--- src/rtl/ozdefs_pkg.sv ---
// Shared types and symbol constants for the MAC-to-PHY receive-side lane monitor.
// LTSSM state encoding, ordered-set types and the 8b/10b symbol codes used for framing.
package ozdefs_pkg;

    typedef enum logic [3:0] {
        DETECT_QUIET             = 4'd0,
        DETECT_ACTIVE            = 4'd1,
        POLLING_ACTIVE           = 4'd2,
        POLLING_ACTIVE_START_TS1 = 4'd3,
        POLLING_CONFIG           = 4'd4,
        CONFIG_LINKWIDTH_START   = 4'd5,
        CONFIG_LINKWIDTH_ACCEPT  = 4'd6,
        CONFIG_LANENUM_ACCEPT    = 4'd7,
        CONFIG_COMPLETE          = 4'd8,
        CONFIG_IDLE              = 4'd9,
        L0                       = 4'd10
    } ltssm_state_e;

    typedef enum logic [1:0] {
        NONE = 2'd0,
        TS1  = 2'd1,
        TS2  = 2'd2
    } os_type_e;

    localparam logic [7:0] COM    = 8'hBC;
    localparam logic [7:0] PAD    = 8'hF7;
    localparam logic [7:0] TS1_ID = 8'h4A;
    localparam logic [7:0] TS2_ID = 8'h45;
    localparam logic [7:0] IDLE_D = 8'h00;

    function automatic logic [15:0] sat_inc16(input logic [15:0] v);
        return (v == 16'hFFFF) ? v : v + 16'd1;
    endfunction

endpackage

--- src/rtl/mac2phy_rcvr_iface_os_framer.sv ---
// Ordered-set framer: tracks symbol position after COM, captures bytes and
// classifies the set as TS1/TS2 on the cycle its last byte arrives.
module os_framer
    import ozdefs_pkg::*;
#(
    parameter int OS_LEN = 16
)
(
    input  logic                  clk,
    input  logic                  reset_n,
    input  logic [7:0]            i_data,
    input  logic                  i_k,
    input  logic                  i_en_n,
    output logic                  o_done,
    output os_type_e              o_type,
    output logic [8*OS_LEN-1:0]   o_set,
    output logic [7:0]            o_link,
    output logic                  o_link_k,
    output logic [7:0]            o_lane,
    output logic                  o_lane_k
);

    localparam int PW = $clog2(OS_LEN);

    logic [PW-1:0]     r_pos;
    logic [PW-1:0]     w_pos_next;
    logic [7:0]        r_byte [OS_LEN-1];
    logic              r_k1;
    logic              r_k2;
    logic              w_com;
    logic              w_store;
    logic              w_last;
    logic [OS_LEN-7:0] w_is_ts1;
    logic [OS_LEN-7:0] w_is_ts2;

    // pos==0 means "not inside a set"; a K symbol past the lane field breaks the set
    always_comb begin
        w_com      = !i_en_n && i_k && (i_data == COM);
        w_store    = !i_en_n && !w_com && (r_pos != '0) && !(i_k && (r_pos >= PW'(3)));
        w_last     = w_store && (r_pos == PW'(OS_LEN - 1));
        w_pos_next = r_pos;
        if (i_en_n) begin
            w_pos_next = '0;
        end else if (w_com) begin
            w_pos_next = PW'(1);
        end else if (r_pos != '0) begin
            if (!w_store || w_last)
                w_pos_next = '0;
            else
                w_pos_next = r_pos + PW'(1);
        end
    end

    always_ff @(posedge clk or negedge reset_n) begin
        if (!reset_n) begin
            r_pos <= '0;
            r_k1  <= 1'b0;
            r_k2  <= 1'b0;
            for (int i = 0; i < OS_LEN - 1; i++)
                r_byte[i] <= '0;
        end else begin
            r_pos <= w_pos_next;
            if (w_com)
                r_byte[0] <= i_data;
            for (int i = 1; i < OS_LEN - 1; i++) begin
                if (w_store && (r_pos == PW'(i)))
                    r_byte[i] <= i_data;
            end
            if (w_store && (r_pos == PW'(1)))
                r_k1 <= i_k;
            if (w_store && (r_pos == PW'(2)))
                r_k2 <= i_k;
        end
    end

    // The final byte is classified straight from the input so the set is usable on its arrival edge
    generate
        for (genvar gi = 6; gi < OS_LEN; gi++) begin : g_id
            if (gi == OS_LEN - 1) begin : g_live
                assign w_is_ts1[gi-6] = (i_data == TS1_ID);
                assign w_is_ts2[gi-6] = (i_data == TS2_ID);
            end else begin : g_held
                assign w_is_ts1[gi-6] = (r_byte[gi] == TS1_ID);
                assign w_is_ts2[gi-6] = (r_byte[gi] == TS2_ID);
            end
        end
        for (genvar gi = 0; gi < OS_LEN; gi++) begin : g_set
            if (gi == OS_LEN - 1) begin : g_live
                assign o_set[8*gi +: 8] = i_data;
            end else begin : g_held
                assign o_set[8*gi +: 8] = r_byte[gi];
            end
        end
    endgenerate

    always_comb begin
        o_type = NONE;
        if (&w_is_ts1)
            o_type = TS1;
        else if (&w_is_ts2)
            o_type = TS2;
    end

    assign o_done   = w_last && (o_type != NONE);
    assign o_link   = r_byte[1];
    assign o_link_k = r_k1;
    assign o_lane   = r_byte[2];
    assign o_lane_k = r_k2;

endmodule

--- src/rtl/mac2phy_rcvr_iface.sv ---
// Per-lane TX-stream monitor: counts TS1/TS2 sets, latches proposed link/lane numbers,
// detects configuration completion and measures idle-symbol runs for the LTSSM.
module mac2phy_rcvr_iface
    import ozdefs_pkg::*;
#(
    parameter int OS_LEN       = 16,
    parameter int CFG_TS2_REQ  = 8,
    parameter int IDLE_REQ_MAX = 255
)
(
    input  logic                  clk,
    input  logic                  reset_n,
    input  logic [7:0]            txdata,
    input  logic                  txdatak,
    input  logic                  en_n,
    input  logic [3:0]            curr_ltssm_state,
    input  logic                  clr_ts1ctr,
    input  logic                  clr_ts2ctr,
    input  logic                  en_idle_ctr,
    output logic [15:0]           ts1ctr,
    output logic [15:0]           ts2ctr,
    output logic [1:0]            os_now_in_queue,
    output logic [8*OS_LEN-1:0]   rcvrq,
    output logic [7:0]            ts1_linkn,
    output logic [7:0]            ts1_lanen,
    output logic                  link_proposed,
    output logic                  lane_proposed,
    output logic                  config_complete,
    output logic [7:0]            idle_ctr
);

    localparam logic [3:0] RUN_MAX  = 4'(CFG_TS2_REQ);
    localparam logic [7:0] IDLE_SAT = 8'(IDLE_REQ_MAX);

    logic                w_os_done;
    os_type_e            w_os_type;
    logic [8*OS_LEN-1:0] w_os_set;
    logic [7:0]          w_link;
    logic                w_link_k;
    logic [7:0]          w_lane;
    logic                w_lane_k;

    logic [15:0]         r_ts1ctr;
    logic [15:0]         r_ts2ctr;
    os_type_e            r_os_type;
    logic [8*OS_LEN-1:0] r_rcvrq;
    logic [7:0]          r_linkn;
    logic [7:0]          r_lanen;
    logic                r_link_prop;
    logic                r_lane_prop;
    logic [3:0]          r_run;
    logic                r_cfg_done;
    logic [7:0]          r_idle;

    logic                w_got_ts1;
    logic                w_got_ts2;
    logic                w_quiet;
    logic                w_ts2_match;
    logic                w_idle_sym;
    logic [15:0]         w_ts1ctr_next;
    logic [15:0]         w_ts2ctr_next;
    logic [3:0]          w_run_next;
    logic [7:0]          w_idle_next;

    os_framer #(
        .OS_LEN (OS_LEN)
    ) u_framer (
        .clk      (clk),
        .reset_n  (reset_n),
        .i_data   (txdata),
        .i_k      (txdatak),
        .i_en_n   (en_n),
        .o_done   (w_os_done),
        .o_type   (w_os_type),
        .o_set    (w_os_set),
        .o_link   (w_link),
        .o_link_k (w_link_k),
        .o_lane   (w_lane),
        .o_lane_k (w_lane_k)
    );

    always_comb begin
        w_got_ts1   = w_os_done && (w_os_type == TS1);
        w_got_ts2   = w_os_done && (w_os_type == TS2);
        w_quiet     = (curr_ltssm_state == DETECT_QUIET);
        w_idle_sym  = !en_n && !txdatak && (txdata == IDLE_D);
        // A TS2 only extends the run when it echoes the link/lane this lane proposed
        w_ts2_match = w_got_ts2 && !w_link_k && !w_lane_k && r_link_prop && r_lane_prop &&
                      (w_link == r_linkn) && (w_lane == r_lanen);

        w_ts1ctr_next = r_ts1ctr;
        if (clr_ts1ctr)
            w_ts1ctr_next = '0;
        else if (w_got_ts1)
            w_ts1ctr_next = sat_inc16(r_ts1ctr);

        w_ts2ctr_next = r_ts2ctr;
        if (clr_ts2ctr)
            w_ts2ctr_next = '0;
        else if (w_got_ts2)
            w_ts2ctr_next = sat_inc16(r_ts2ctr);

        w_run_next = r_run;
        if (w_quiet)
            w_run_next = '0;
        else if (w_ts2_match)
            w_run_next = (r_run == RUN_MAX) ? r_run : r_run + 4'd1;
        else if (w_os_done)
            w_run_next = '0;

        w_idle_next = '0;
        if (en_idle_ctr && w_idle_sym)
            w_idle_next = (r_idle == IDLE_SAT) ? r_idle : r_idle + 8'd1;
    end

    always_ff @(posedge clk or negedge reset_n) begin
        if (!reset_n) begin
            r_ts1ctr    <= '0;
            r_ts2ctr    <= '0;
            r_os_type   <= NONE;
            r_rcvrq     <= '0;
            r_linkn     <= PAD;
            r_lanen     <= PAD;
            r_link_prop <= 1'b0;
            r_lane_prop <= 1'b0;
            r_run       <= '0;
            r_cfg_done  <= 1'b0;
            r_idle      <= '0;
        end else begin
            r_ts1ctr <= w_ts1ctr_next;
            r_ts2ctr <= w_ts2ctr_next;
            r_idle   <= w_idle_next;
            r_run    <= w_run_next;
            if (w_os_done) begin
                r_os_type <= w_os_type;
                r_rcvrq   <= w_os_set;
            end
            if (w_quiet) begin
                r_linkn     <= PAD;
                r_lanen     <= PAD;
                r_link_prop <= 1'b0;
                r_lane_prop <= 1'b0;
                r_cfg_done  <= 1'b0;
            end else begin
                if (w_got_ts1 && !w_link_k) begin
                    r_linkn     <= w_link;
                    r_link_prop <= 1'b1;
                end
                if (w_got_ts1 && !w_lane_k) begin
                    r_lanen     <= w_lane;
                    r_lane_prop <= 1'b1;
                end
                if (w_run_next == RUN_MAX)
                    r_cfg_done <= 1'b1;
            end
        end
    end

    assign ts1ctr          = r_ts1ctr;
    assign ts2ctr          = r_ts2ctr;
    assign os_now_in_queue = r_os_type;
    assign rcvrq           = r_rcvrq;
    assign ts1_linkn       = r_linkn;
    assign ts1_lanen       = r_lanen;
    assign link_proposed   = r_link_prop;
    assign lane_proposed   = r_lane_prop;
    assign config_complete = r_cfg_done;
    assign idle_ctr        = r_idle;

endmodule

--- config.mk ---
export PLATFORM = sky130hd
export DESIGN_NAME = mac2phy_rcvr_iface
export DESIGN_NICKNAME = d
export VERILOG_FILES = /design/src/rtl/ozdefs_pkg.sv /design/src/rtl/mac2phy_rcvr_iface_os_framer.sv /design/src/rtl/mac2phy_rcvr_iface.sv
export SDC_FILE = /design/constraint.sdc
export NUM_CORES = 1
export LEC_CHECK = 0
export CORE_UTILIZATION = 50
export CTS_CLUSTER_DIAMETER = 120
export DETAILED_ROUTE_END_ITERATION = 10
export PLACE_DENSITY = 0.86
export SLEW_MARGIN = 40
export SYNTH_ARGS = -nofsm -noshare
export SYNTH_HDL_FRONTEND = slang
export SYNTH_HIERARCHICAL = 1
export SYNTH_SLANG_ARGS = --single-unit
--- constraint.sdc ---
create_clock -name clk -period 6.12 [get_ports clk]
set_input_delay 1.53 -clock clk [delete_from_list [all_inputs] [get_ports clk]]
set_output_delay 1.53 -clock clk [all_outputs]
set_load 0.05 [all_outputs]
==> flow_summary.ini, run 1 <==
; implementation run metrics
[grt]
grt_antenna_before_repair = 1
grt_max_degree = 154
gr-total-overflow = 0
busiest_layer = met2
grt_first_pass_wirelength_um = 52300
grt_pass1_vias = 9287
use_met1 = 0.321
grtUsageMet3 = 0.0376
use_met2 = 0.390

[drt]
drt_wl_total_um = 32900
drtPass1Iterations = 5
drc_errors = 0
postRouteAntennaNets = 0
viasPerCell = 5.73
drt_iter0_markers = 771

[clock_network]
cts_buffers = 34
cts_setup_buffers = 0
htreeDepth = 2
cts_tree = built
cts.sinks = 319
clkTransAtPathRegs_ns = 0.06
hold_buffers = 0
clock-root-buffer = clkbuf_16
clk_path_buf_depth = 3
ctsResizeCount = 0
clkLatencyLatePin_ns = 0.51

[pwr]
p_leak_nw = 7.94
powerDensity_nw_per_um2 = 258
p_total_w = 0.00443
peakVddDrop_v = 0.000242

[yosys]
edf_count = 0
yosys_cells = 1030
syn_area_per_cell_um2 = 13.4
synthesis.nets = 1058
ys_area_um2 = 13800
topCellsByArea = dfrtp_1, mux2_2, dfstp_2
flop_cell = dfrtp_1
yosysMostFrequentCell = dfrtp_1
netlist_area_um2 = 13800
synthCells = 1030
async_flop_share = 1.00
yosys_warnings = 6
ys_types = 59
ys_seq_frac = 0.579
numSynthFlops = 319
synth_top_cell_by_area = dfrtp_1
synth_top_area_share = 0.553
ys_top_cells_by_count = dfrtp_1, mux2_2, nand2_1, nor2_1, nand3_1

[die]
nWellTaps = 341
chip_area_um2 = 28300
die_w_um = 168
die_height_um = 168
initCoreUtil = 0.511
rows = 60
coreArea_um2 = 27000

[finish]
final_cell_mix = dfrtp_1, mux2_2, clkdlybuf4s50_1
final_util = 0.636
largest_reg_flops = 128
clk_share = 0.0633
drive_above_1_share = 0.279
nFillCells = 1988
n_all_inverters = 7
seq_area_um2 = 8000
comb_share = 0.314
seq_area_frac = 0.466
final-comb-area_um2 = 5400
nClkBuffers = 54
final-nonclk-buf-share = 0.130
diodes = 1
logic_gate_count = 635
final_cells = 1585
largest_class = registers
num-nets-final = 1247
ff_count = 319
layout_top_cell = dfrtp_1

[worst_setup_path]
cp.depth = 10
worstSetupEndpointType = flop
path_cells = clkdlybuf4s50_1 -> nor2_1 -> nand4_1 -> nor4_1 -> o2111a_4 -> and3b_1 -> nand4_1 -> nor3_2 -> nand3_1 -> a211oi_2
cpMaxStageDelayCell = clkdlybuf4s50_1
critical_path.top_delay_family = simple AND/OR/NAND/NOR gates
crit_path_start = txdata[2]
rr_worst_depth = 9
startpoint_type = input port
max_stage_delay_ns = 0.68
required_ns = 6.53
rrSetupSlack_ns = 2.48
crit_path_end = config_complete
crit_type = input port to flop
crit_path_max_fanout = 15
crit_buf_inv = 1
crit_arrival_ns = 4.89
timing.rr.end = config_complete
r2r_start = u_framer/o_set[103]

[final_timing]
drv_slew = 0
post-route-min-period_ns = 4.48
finalSetupViolations = 0
timing.hold.ws_ns = 0.460
worst_slew_pin_slew_ns = 0.801
hold_viol_final = 0
max_slew_margin = 0.465
rsz0062_at_grt = false
period_used_share = 0.733
setup_tns_ns = 0
fmax_mhz = 223

[placed_design]
dp_slack_ns = 1.19
port_buffers = 207
gp_congestion = 0.895
place_area_um2 = 16100
dp_cells = 1523
dp_hpwl_um = 21600

[job]
warnings = 34
drv_cap = 0

[min_path]
worstHoldPathType = flop to flop
min_to = u_framer/o_set[7]
holdCritStartpoint = u_framer/o_set[7]

[run_status]
status = completed
run 1: layer usage:
metal | wire length (um) | vias to the layer above
li1 | - | 4052
met1 | 14000 | 4679
met2 | 16100 | 299
met3 | 1810 | 54
met4 | 882 | 0
met5 | 0 | -
run 1: cells by family after synthesis:
family | count (synthesis) | share of synthesized area
multiplexers | 248 | 0.203
buffers and inverters | 76 | 0.0300
flip-flops | 319 | 0.579
adder cells (fa/ha/maj) | 9 | 0.00816
AND/OR/NAND/NOR | 285 | 0.127
XOR/XNOR | 42 | 0.0266
AND-OR/OR-AND | 51 | 0.0255
run 1: power breakdown:
group	internal [W]	switching (W)	leakage [nW]	total, W
clock	0.00119	0.000801	0.532	0.00199
combinational	0.0000881	0.000130	3.00	0.000218
sequential	0.00216	0.0000593	4.40	0.00222
total	0.00344	0.000991	7.94	0.00443
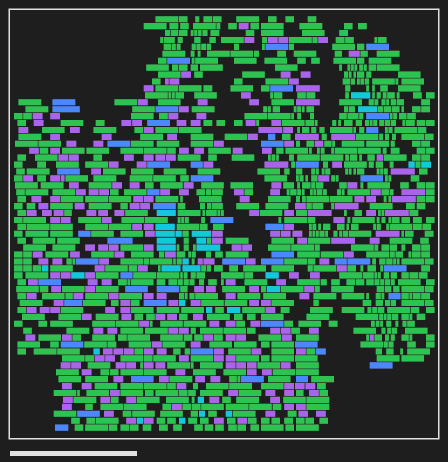
Run 1: drive-strength map
Scale bar: 50 um.
color	size	cells
green	x1 and smaller	896
purple	x2	268
blue	x6 and larger	50
cyan	x3 and x4	29
Synth-to-Final Area Change: 24.5%
nonclk buf count: 222
Final Instance Area: 17200 um^2
setup ws final: 1.64 ns

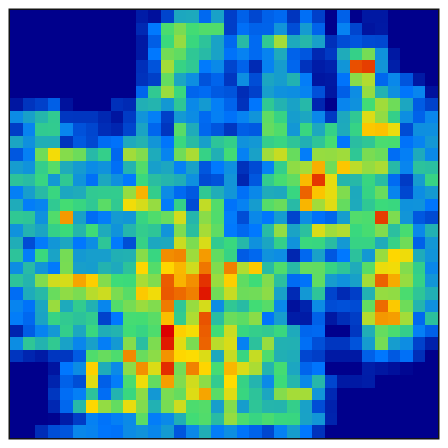
Run 1: signal metal coverage by tile
34 x 34 tiles, from dark blue (low) to red (high), scaled to the fullest tile. Values are wire area over tile area, all layers added.
mean over tiles	0.19
nearly empty tiles	14%
densest ninth of the die	bottom center
emptiest ninth of the die	upper left
tiles over half the peak	25%
fullest tile	0.54
vias: 9084
Total GRT Usage: 0.236
wire per inst: 20.8 um

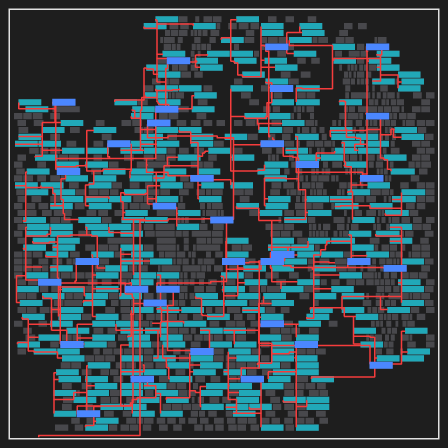
Run 1: clock network drawn from the DEF
[red] clock wires | length: 3650 um
[blue] clock-net drivers | count: 34
[cyan] flip-flops | count: 319
routed clock nets	35
flops lie	all over the die
clock power share: 0.450
clock skew: 0.0205 ns

Run 1, placement view:
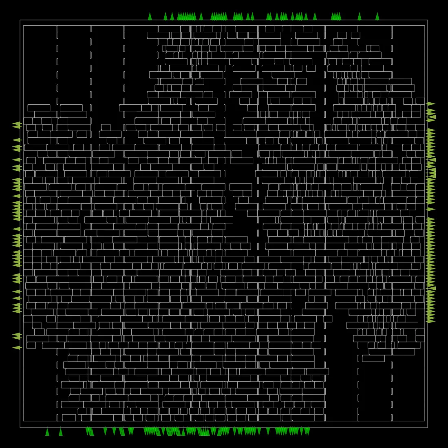

==> inputs of run 2 (changes only) <==
==> constraint.sdc (replaced) <==
create_clock -name clk -period 4.6 [get_ports clk]
set_input_delay 1.15 -clock clk [delete_from_list [all_inputs] [get_ports clk]]
set_output_delay 1.15 -clock clk [all_outputs]
set_load 0.05 [all_outputs]
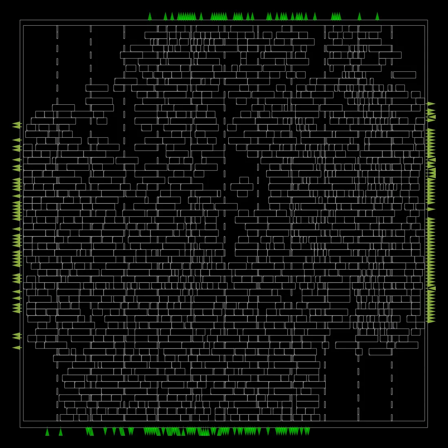
Run 2: placement view
fraction of area in registers: 0.463
Final Util: 0.639
Filler cells: 1981

==> flow_summary.ini, run 2 <==
; implementation run metrics
[yosys]
yosys_cells = 1030
numSynthFlops = 319
ys_types = 59
yosys_warnings = 6
topCellsByArea = dfrtp_1, mux2_2, dfstp_2
edf_count = 0
ys_top_cells_by_count = dfrtp_1, mux2_2, nand2_1, nor2_1, nand3_1
synth_top_area_share = 0.553
ys_seq_frac = 0.579
ys_area_um2 = 13800
flop_cell = dfrtp_1
synth_top_cell_by_area = dfrtp_1
syn_area_per_cell_um2 = 13.4
synthCells = 1030
synthesis.nets = 1058
yosysMostFrequentCell = dfrtp_1

[final_timing]
setup_ws_ns = 0.635
drv_slew = 0
setup_tns_ns = 0
worst_slew_pin_slew_ns = 0.777
finalSetupViolations = 0
skew_ns = 0.0281
post-route-min-period_ns = 3.97

[finish]
area_delta_synth_final_pct = 25.0
drive_above_1_share = 0.288
final_cell_mix = dfrtp_1, mux2_2, clkdlybuf4s50_1
layout_top_cell = dfrtp_1

[pwr]
powerDensity_nw_per_um2 = 346
top_power_group = sequential cells
p_clk_frac = 0.457
powerComb_w = 0.000295
p_sw_frac = 0.227
power.switching_w = 0.00136
pwr-share-seq = 0.494
p_comb_frac = 0.049

[worst_setup_path]
crit_type = input port to flop
startpoint_type = input port
r2r_start = u_framer/o_set[103]
critical_path.top_delay_family = simple AND/OR/NAND/NOR gates
crit_buf_inv = 1
crit_path_end = config_complete
max_stage_delay_ns = 0.49
cpMaxStageDelayCell = nor4_1
worstSetupEndpointType = flop
crit_path_max_fanout = 7
rrSetupSlack_ns = 0.96
cp.depth = 10
crit_path_start = txdata[5]
path_cells = clkdlybuf4s50_1 -> nor4b_1 -> nand2_1 -> nor4_1 -> o2111a_4 -> and3b_1 -> nand4_1 -> nor3_2 -> nand3_1 -> a211oi_2

[clock_network]
htreeDepth = 2
clkTransAtPathRegs_ns = 0.06
clk_path_buf_depth = 3
cts.sinks = 319
hold_buffers = 0
cts_setup_buffers = 0
clock-root-buffer = clkbuf_16
ctsResizeCount = 0
cts_buffers = 35

[die]
coreArea_um2 = 27000
chip_area_um2 = 28300
initCoreUtil = 0.511
die_w_um = 168
die_height_um = 168

[drt]
viasPerCell = 5.67
post_drt_wl_per_cell_um = 20.4
drt_iter0_markers = 768
drt_wl_total_um = 32600
drtPass1Iterations = 5
wl_met3_um = 1690

[grt]
grt_antenna_before_repair = 1
gr-total-overflow = 0
grt_pass1_vias = 9180
grt_first_pass_wirelength_um = 51900
grt_max_degree = 124

[placed_design]
place_area_um2 = 16100
gp_congestion = 0.894
dp_cells = 1532
dp_slack_ns = 0.177
port_buffers = 207

[run_status]
status = completed

[min_path]
min_to = u_framer/o_set[4]

[job]
drv_cap = 0
warnings = 32
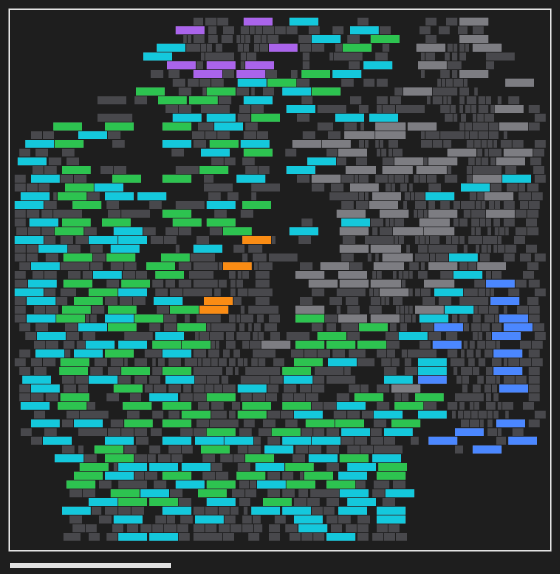
Run 2: register map, names as in the netlist
Scale bar: 50 um. Other sequential cells in the stronger gray, the rest of the logic in the fainter gray.
color	signal	flops
cyan	rcvrq	128
blue	ts1ctr	16
orange	u_framer/r_pos	4
purple	idle_ctr	8
green	u_framer/o_set	104
seq pwr: 0.00295 W
total area of sequential cells: 8000 um^2

[run 2: cell counts after synthesis]
Identical to the previous run, type by type.
[run 2: cells by family (layout without fill, tap and decap cells)]
| family | count (synthesis) | in the layout | synth area share |
|---|---|---|---|
| adders and majority gates | 9 | 9 | 0.00816 |
| DFF | 319 | 319 | 0.579 |
| muxes | 248 | 248 | 0.203 |
| and+or+nand+nor | 285 | 285 | 0.127 |
| buffers and inverters | 76 | 301 | 0.0300 |
| other | 0 | 1 | 0 |
| xor gates and xnor gates | 42 | 42 | 0.0266 |
| AOI/OAI and AO/OA | 51 | 51 | 0.0255 |
[run 2: final cells by class]
cell class	count	area (um^2)
multi-input cells	635	5400
fillers	1981	9760
well taps	341	427
repair buffers	230	2270
flip-flops and latches	319	8000
clock buffers	49	988
diodes	1	2.50
inverters	7	26.3
clock inverters	15	144
Power is estimated from default activity; no workload was simulated.
